### config.mk
export PLATFORM = sky130hd
export DESIGN_NAME = y86_mem_port_arbiter
export DESIGN_NICKNAME = d
export VERILOG_FILES = /design/src/rtl/y86_mem_port_arbiter.sv
export SDC_FILE = /design/constraint.sdc
export NUM_CORES = 1
export LEC_CHECK = 0
export CORE_AREA = 2 2 204 206
export DETAILED_ROUTE_END_ITERATION = 7
export DIE_AREA = 0 0 206 208
export HOLD_SLACK_MARGIN = 0.08
export MAX_ROUTING_LAYER = met4
export PLACE_DENSITY = 0.58
export SLEW_MARGIN = 20
export SYNTH_ARGS = -nofsm -noshare
export SYNTH_HDL_FRONTEND = slang
export SYNTH_SLANG_ARGS = --single-unit
### constraint.sdc
create_clock -name clk -period 2.3 [get_ports clk]
set_clock_uncertainty 0.15 [all_clocks]
set_input_delay 0.23 -clock clk [delete_from_list [all_inputs] [get_ports clk]]
set_output_delay 0.23 -clock clk [all_outputs]
set_load 0.01 [all_outputs]
### src/rtl/y86_mem_port_arbiter.sv
// Arbitrates one single-port memory between fetch reads and memory-stage reads/writes.
// Optional performance counters are enabled with the Y86_ARB_PERF_EN macro.
module y86_mem_port_arbiter #(
   parameter int unsigned ADDR_W       = 64,
   parameter int unsigned DATA_W       = 64,
   parameter int unsigned STARVE_LIMIT = 4
) (
   input  logic              clk,
   input  logic              rst_n,
   input  logic              f_req,
   input  logic [ADDR_W-1:0] f_addr,
   output logic [DATA_W-1:0] f_rdata,
   output logic              f_ready,
   output logic              f_err,
   output logic              f_stall,
   input  logic              d_req,
   input  logic              d_we,
   input  logic [ADDR_W-1:0] d_addr,
   input  logic [DATA_W-1:0] d_wdata,
   output logic [DATA_W-1:0] d_rdata,
   output logic              d_ready,
   output logic              d_err,
   output logic              d_stall,
   output logic              mem_valid,
   output logic              mem_we,
   output logic [ADDR_W-1:0] mem_addr,
   output logic [DATA_W-1:0] mem_wdata,
   input  logic              mem_ack,
   input  logic [DATA_W-1:0] mem_rdata,
   input  logic              mem_err
`ifdef Y86_ARB_PERF_EN
   ,
   output logic [31:0]       perf_f_grants,
   output logic [31:0]       perf_d_grants,
   output logic [31:0]       perf_conflicts
`endif
);

   localparam logic [1:0] IDLE   = 2'd0;
   localparam logic [1:0] BUSY_F = 2'd1;
   localparam logic [1:0] BUSY_D = 2'd2;
   localparam logic [1:0] DONE   = 2'd3;

   localparam logic [3:0] STARVE_MAX = 4'(STARVE_LIMIT);

   logic [1:0] state;
   logic [3:0] starve_cnt;
   logic       starved;
   logic       grant_d;
   logic       grant_f;
   logic       in_idle;
   logic [DATA_W-1:0] ack_rdata;

   assign in_idle = (state == IDLE);
   assign starved = (starve_cnt == STARVE_MAX);
   assign grant_d = in_idle && d_req && !starved;
   assign grant_f = in_idle && !grant_d && f_req;

   // Writes and faulted accesses return zero rather than whatever memory drove.
   assign ack_rdata = (mem_we || mem_err) ? '0 : mem_rdata;

   assign f_stall = f_req && !f_ready;
   assign d_stall = d_req && !d_ready;

   always_ff @(posedge clk or negedge rst_n) begin
      if (!rst_n) begin
         state      <= IDLE;
         starve_cnt <= '0;
         mem_valid  <= 1'b0;
         mem_we     <= 1'b0;
         mem_addr   <= '0;
         mem_wdata  <= '0;
         f_ready    <= 1'b0;
         f_err      <= 1'b0;
         f_rdata    <= '0;
         d_ready    <= 1'b0;
         d_err      <= 1'b0;
         d_rdata    <= '0;
      end else begin
         f_ready <= 1'b0;
         d_ready <= 1'b0;
         case (state)
            IDLE: begin
               if (grant_d) begin
                  state      <= BUSY_D;
                  mem_valid  <= 1'b1;
                  mem_we     <= d_we;
                  mem_addr   <= d_addr;
                  mem_wdata  <= d_wdata;
                  starve_cnt <= f_req ? starve_cnt + 4'd1 : '0;
               end else if (grant_f) begin
                  state      <= BUSY_F;
                  mem_valid  <= 1'b1;
                  mem_we     <= 1'b0;
                  mem_addr   <= f_addr;
                  mem_wdata  <= '0;
                  starve_cnt <= '0;
               end else begin
                  starve_cnt <= '0;
               end
            end
            BUSY_F: begin
               if (mem_ack) begin
                  state     <= DONE;
                  mem_valid <= 1'b0;
                  f_ready   <= 1'b1;
                  f_err     <= mem_err;
                  f_rdata   <= ack_rdata;
               end
            end
            BUSY_D: begin
               if (mem_ack) begin
                  state     <= DONE;
                  mem_valid <= 1'b0;
                  d_ready   <= 1'b1;
                  d_err     <= mem_err;
                  d_rdata   <= ack_rdata;
               end
            end
            default: state <= IDLE;
         endcase
      end
   end

`ifdef Y86_ARB_PERF_EN
   always_ff @(posedge clk or negedge rst_n) begin
      if (!rst_n) begin
         perf_f_grants  <= '0;
         perf_d_grants  <= '0;
         perf_conflicts <= '0;
      end else begin
         if (grant_f && (perf_f_grants != '1))
            perf_f_grants <= perf_f_grants + 32'd1;
         if (grant_d && (perf_d_grants != '1))
            perf_d_grants <= perf_d_grants + 32'd1;
         if (in_idle && f_req && d_req && (perf_conflicts != '1))
            perf_conflicts <= perf_conflicts + 32'd1;
      end
   end
`endif

endmodule

### I/O pins on the die edge, run 1

Pins as bars across the die edge, other pins in grey.
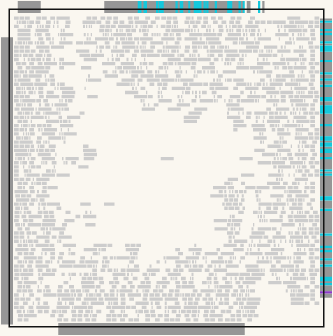
cyan -> f_rdata  # pins 64, direction output, edge 38 right, 26 top
purple -> mem_err  # pins 1, direction input, edge right
all pins by edge = 139 left, 135 right, 133 bottom, 120 top
overall die width: 206 um
Die Height: 208 um
number of buffers added on ports: 526

### Where the registers sit, run 1

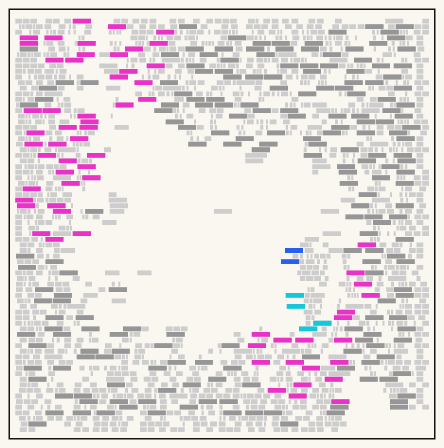
cyan -> starve_cnt  # placed flops 4
magenta -> mem_wdata  # placed flops 64, where all over the die
blue -> state  # placed flops 2
power dissipated in sequential cells: 8000 uW
final standard cell utilization of the core: 48.41%
area occupied by registers: 0.006706 mm^2
flop share of the area: 34.16%

### Routed metal, one colour a layer, run 1

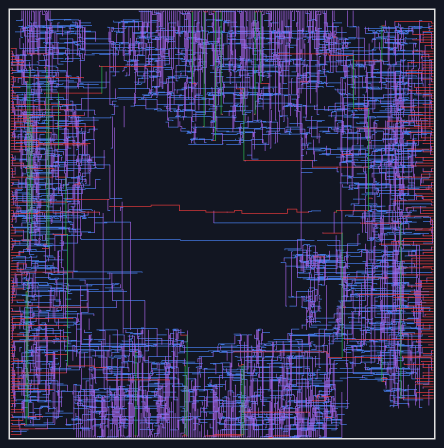
blue -> M1  # wire length 16,200 um
red -> M3  # wire length 2,790 um
purple -> M2  # wire length 18,800 um
green -> M4  # wire length 1,400 um
total via count in the routed design: 10,310
total global-route track usage: 18.36%
Routed wire per std cell: 16.72 um

### Gate families picked out, run 1

Bar = 50 um.
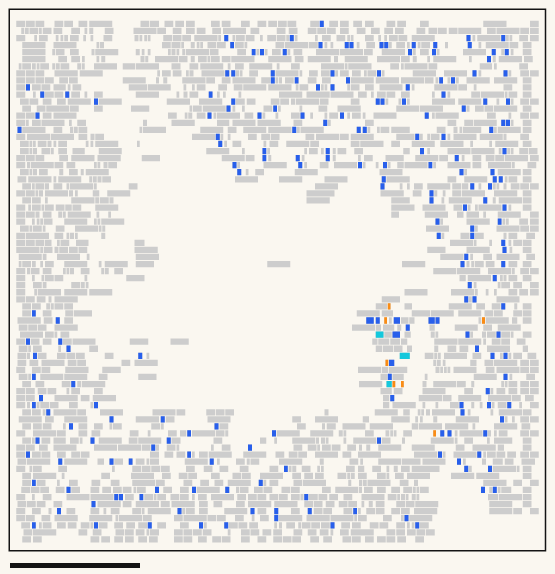
blue -> aoi and oai cells  # cells 202, where all over the die
cyan -> and/or cells  # cells 3
orange -> inv cells  # cells 7
non-filler cells in the finished layout: 2,341
multi-input gate share of total cell area: 19.14%
most numerous logic cell after layout: sky130_fd_sc_hd__clkdlybuf4s50_1

==> notes.md, run 1 <==
Reports from this run.

- The final-layout clock buffer total reads between 40 and 50.
- The largest power group reads combinational cells.
- The detailed-route vias per instance is 4.404.
- The register share after synthesis is between 60% and 70%.
- The wire length on met3 reads 2.787 mm.
- At the pin with the least slew margin, the transition time is between 0.4 and 0.5 ns.
- Per report_power, the Clock row totals 5060 uW.
- The post-synthesis instance area is 0.01085 mm^2.
- Looking at the clock tree report, the root buffer type is sky130_fd_sc_hd__clkbuf_16.
- The count of antenna-violating nets left after detailed routing is 0.
- Counting the inverters off the clock network in the layout gives 7.
- The number of filler cells placed in the layout is around 3,800.
- The TritonCTS clock tree is yes.
- The run finished with clean final reports.
- The commonest cells after synthesis are sky130_fd_sc_hd__nand2_1, sky130_fd_sc_hd__dfrtp_1, sky130_fd_sc_hd__o21ai_0.
- Per report_power, the sequential group accounts for between 30% and 40% of the total.
- The critical path startpoint reads mem_we.
- The number of remaining DRC errors reads 0.
- The commonest register cell is sky130_fd_sc_hd__dfrtp_1.
- The worst setup path endpoint reads mem_we.
- The number of slew-limit violations in the final report is 0.
- For reference, full adder, half adder and majority cells occupy less than 1% of the area reported after synthesis.
- The number of cell instances on the worst register-to-register path is 5.
- The highest cell delay on the worst timing path is 0.66 ns.
- After synthesis, the cell types taking the most area are sky130_fd_sc_hd__dfrtp_1, sky130_fd_sc_hd__nand2_1, sky130_fd_sc_hd__o21ai_0.
- The data arrival time of the critical path is 1.80 ns.
==> inputs of run 2 (changes only) <==
Settings changed: HOLD_SLACK_MARGIN 0.08 to 0.02.
### Routed metal, one colour a layer, run 2

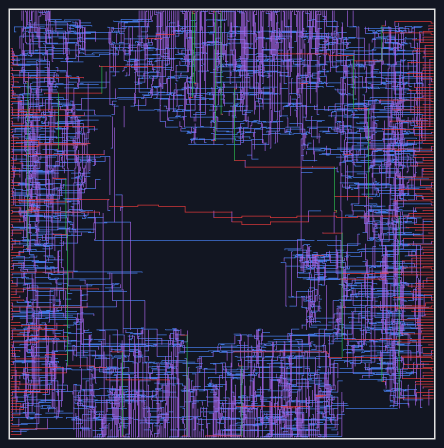
purple -> M2  # wire length 18,500 um
blue -> M1  # wire length 15,500 um
green -> M4  # wire length 827 um
red -> M3  # wire length 3,020 um
total wire length after detailed routing: 37.84 mm
total global-route track usage: 17.72%
Routed wire per std cell: 17.18 um
total via count in the routed design: 9,737

### Clock wiring as the flow saved it, run 2

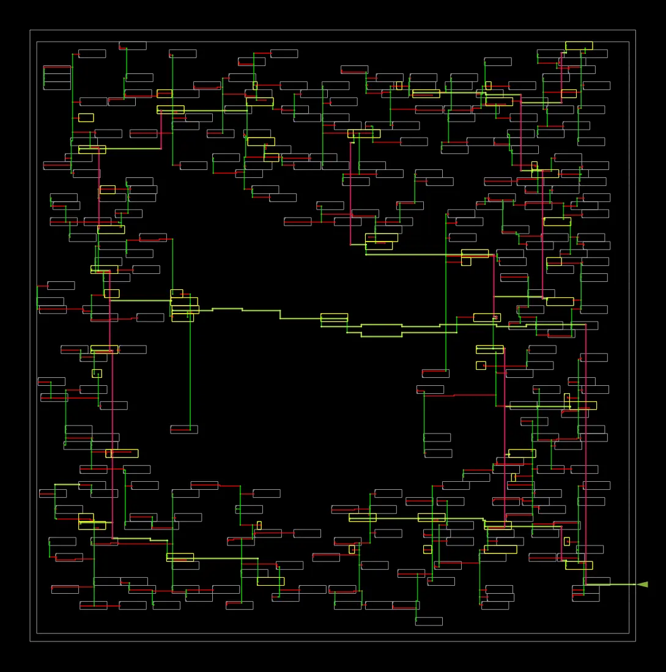
number of sequential storage elements: 268
number of clock buffers in the layout: 42

==> run 2 against run 1 <==
Flip-flop count is the same. Synthesized area unchanged. Sequential share of layout area grew 2.6 points. Critical path type unchanged. Critical endpoint unchanged.
==> notes.md, run 2 <==
Reports from this run.

- The run finished with clean final reports.
- The count of mapped cells out of synthesis is 1,102.
- The number of max-cap violations is 0.
- The share of flip-flops with an asynchronous set or reset after synthesis is 100.0%.
- The non-clock inverter total of the final layout is 7 (unchanged).
- The root buffer cell is sky130_fd_sc_hd__clkbuf_16.
- Post-synth the commonest register cell is sky130_fd_sc_hd__dfrtp_1.
- The most heavily used metal layer in global routing is met2.
- The share of the final layout cell area in multi-input gates is 20.59% (+1.4 points).
- The height of the chip reads 208 um (unchanged).
- The number of slew-limit violations in the final report came to 0 (unchanged).
- Yosys attributes the largest share of cell area to sky130_fd_sc_hd__dfrtp_1, sky130_fd_sc_hd__nand2_1, sky130_fd_sc_hd__o21ai_0.
- The worst-margin pin slew is 0.4976 ns (-0.001543 ns).
- The detailed-route vias per instance is 4.420 (+0.36%).
- The data arrival time of the critical path is 1.80 ns (about the same).
- The wire length on met3 is 3.021 mm (+8.4%).
- For reference, the placement row count at floorplan is 74.
- The simple-gate share of the synthesized area is 17.71%.
- The path class of the lowest-slack min-delay path is in -> async.
- The fraction of area in registers is 36.74% (+2.6 points).
- The critical path startpoint reads mem_we.
- The share of synthesized cell area in full adder, half adder and majority cells is 0.6919% (unchanged).
- The power attributed to the clock group was 5050 uW (about the same).
- The register share after synthesis came to 61.81% (unchanged).
- The worst slack at placement is 0.2733 ns.
- The area occupied by registers is 0.006706 mm^2 (unchanged).
- The synthesis run shows the most used standard cells to be sky130_fd_sc_hd__nand2_1, sky130_fd_sc_hd__dfrtp_1, sky130_fd_sc_hd__o21ai_0.
- The non-filler instance count after layout is 2,203 (-5.9%).
- The die outline width is 206 um (unchanged).
- The highest cell delay on the worst timing path reads 0.66 ns (about the same).
- Ranked by power, first place goes to combinational cells.
- The total non-filler cell area in the finished layout is 0.01825 mm^2.
- The number of top-level pins reads 527.
- The number of remaining DRC errors reads 0 (unchanged).
- The post-synthesis instance area is 0.01085 mm^2 (unchanged).
- The worst setup path endpoint is mem_we.
- The proportion of power drawn by flip-flops and latches came to 34.3% (+0.3 points).
- The number of global-route vias before repair is slightly above 10,000.
- The number of filler cells placed in the layout reads 3,936 (+4.0%).
- The post-route core utilization is 45.00% (-3.4 points).
- The number of cell instances on the worst register-to-register path is 5 (unchanged).
- The count of antenna-violating nets left after detailed routing was 0 (unchanged).
- The most common logic cell in the routed design is sky130_fd_sc_hd__clkdlybuf4s50_1.
- The worst slack on hold paths reads about 0.048 ns.
- The reported sequential group power was 8000 uW (about the same).
==> inputs of run 3 (changes only) <==
Clock period 2.3 ns to 2.4 ns, I/O delays scaled along.
### I/O pins on the die edge, run 3

Pins as bars across the die edge, other pins in grey.
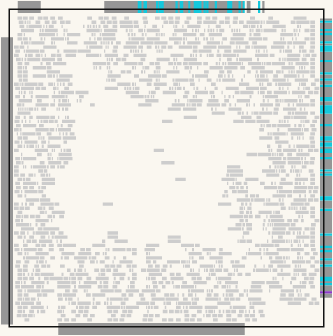
cyan -> f_rdata  # pins 64, direction output, edge 38 right, 26 top
purple -> mem_err  # pins 1, direction input, edge right
all pins by edge = 139 left, 135 right, 133 bottom, 120 top

### Where the registers sit, run 3

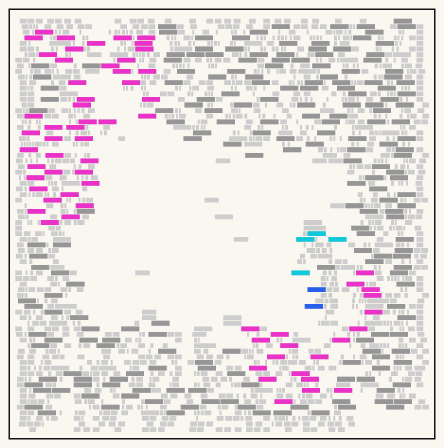
power dissipated in sequential cells: 7640 uW
final standard cell utilization of the core: 44.66%
flop share of the area: 37.03%

==> run 3 against run 2 <==
Global-route usage down 0.38 points. Die size unchanged. Wire length down 1.2%. First-iteration DRC count down 25%. Power down 3.2%. Largest power group unchanged. Utilization down 0.35 points. Flip-flop count unchanged. Sequential share of layout area up 0.28 points.
==> notes.md, run 3 <==
Reports from this run.

- The non-clock inverter total of the final layout was 7 (unchanged).
- The share of flip-flops with an asynchronous set or reset after synthesis reads 100.0% (unchanged).
- The highest cell delay on the worst timing path is 0.65 ns (about the same).
- The path class of the lowest-slack min-delay path reads in -> async.
- The total non-filler cell area in the finished layout was 0.01811 mm^2 (-0.77%).
- The count of antenna-violating nets left after detailed routing is 0 (unchanged).
- The area occupied by registers is 0.006706 mm^2 (unchanged).
- The count of mapped cells out of synthesis is 1,102 (unchanged).
- The register share after synthesis reads 61.81% (unchanged).
- The simple-gate share of the synthesized area is 17.71% (unchanged).
- The number of slew-limit violations in the final report is 0 (unchanged).
- Among logic cells in the layout, the one with the most instances is sky130_fd_sc_hd__clkdlybuf4s50_1.
- The number of top-level pins reads 527 (unchanged).
- The final-layout clock buffer total is 43 (+2.4%).
- The non-filler instance count after layout is 2,188 (-0.68%).
- The number of remaining DRC errors is 0 (unchanged).
- The all-layer global routing usage was 17.34% (-0.38 points).
- The dominant synthesized flop cell is sky130_fd_sc_hd__dfrtp_1.
- The number of global-route vias before repair is 9,834 (-2.5%).
- The routed length per placed instance is 17.10 um (-0.48%).
- The wire length on met3 is 2.897 mm (-4.1%).
- The worst slack at placement is 0.2921 ns (+0.01875 ns).
- The worst slack on hold paths is 0.05640 ns (+0.008238 ns).
- The number of core rows is 74 (unchanged).
- The most heavily used metal layer in global routing reads met2.
- The worst-margin pin slew is 0.4382 ns (-0.05938 ns).
- In the post-synthesis netlist, the biggest area contributors are sky130_fd_sc_hd__dfrtp_1, sky130_fd_sc_hd__nand2_1, sky130_fd_sc_hd__o21ai_0.
- The routed wire length is 37.41 mm (-1.2%).
- In the synthesized netlist, the cells that appear most often are sky130_fd_sc_hd__nand2_1, sky130_fd_sc_hd__dfrtp_1, sky130_fd_sc_hd__o21ai_0.
- The detailed-route vias per instance came to 4.424 (about the same).
- The run finished with clean final reports.
- Looking at the clock tree report, the root buffer type is sky130_fd_sc_hd__clkbuf_16.
- The share of synthesized cell area in full adder, half adder and majority cells is 0.6919% (unchanged).
- The proportion of power drawn by flip-flops and latches reads 33.9% (-0.4 points).
- The share of the final layout cell area in multi-input gates was 20.75% (+0.16 points).
- The critical path startpoint is mem_we.
- The number of cell instances on the worst register-to-register path is 7 (+2).
- The number of max-cap violations was 0 (unchanged).
- The worst setup path endpoint is mem_we.
- The largest power group reads combinational cells.
- The post-synthesis instance area was 0.01085 mm^2 (unchanged).
- The number of vias after detailed routing came to 9,680 (-0.59%).
- The number of filler cells placed in the layout reads 3,912 (-0.61%).
- The power attributed to the clock group is 5060 uW (about the same).
- The height of the chip reads 208 um (unchanged).
No activity file was given, so power comes from the tool's default toggle rates.
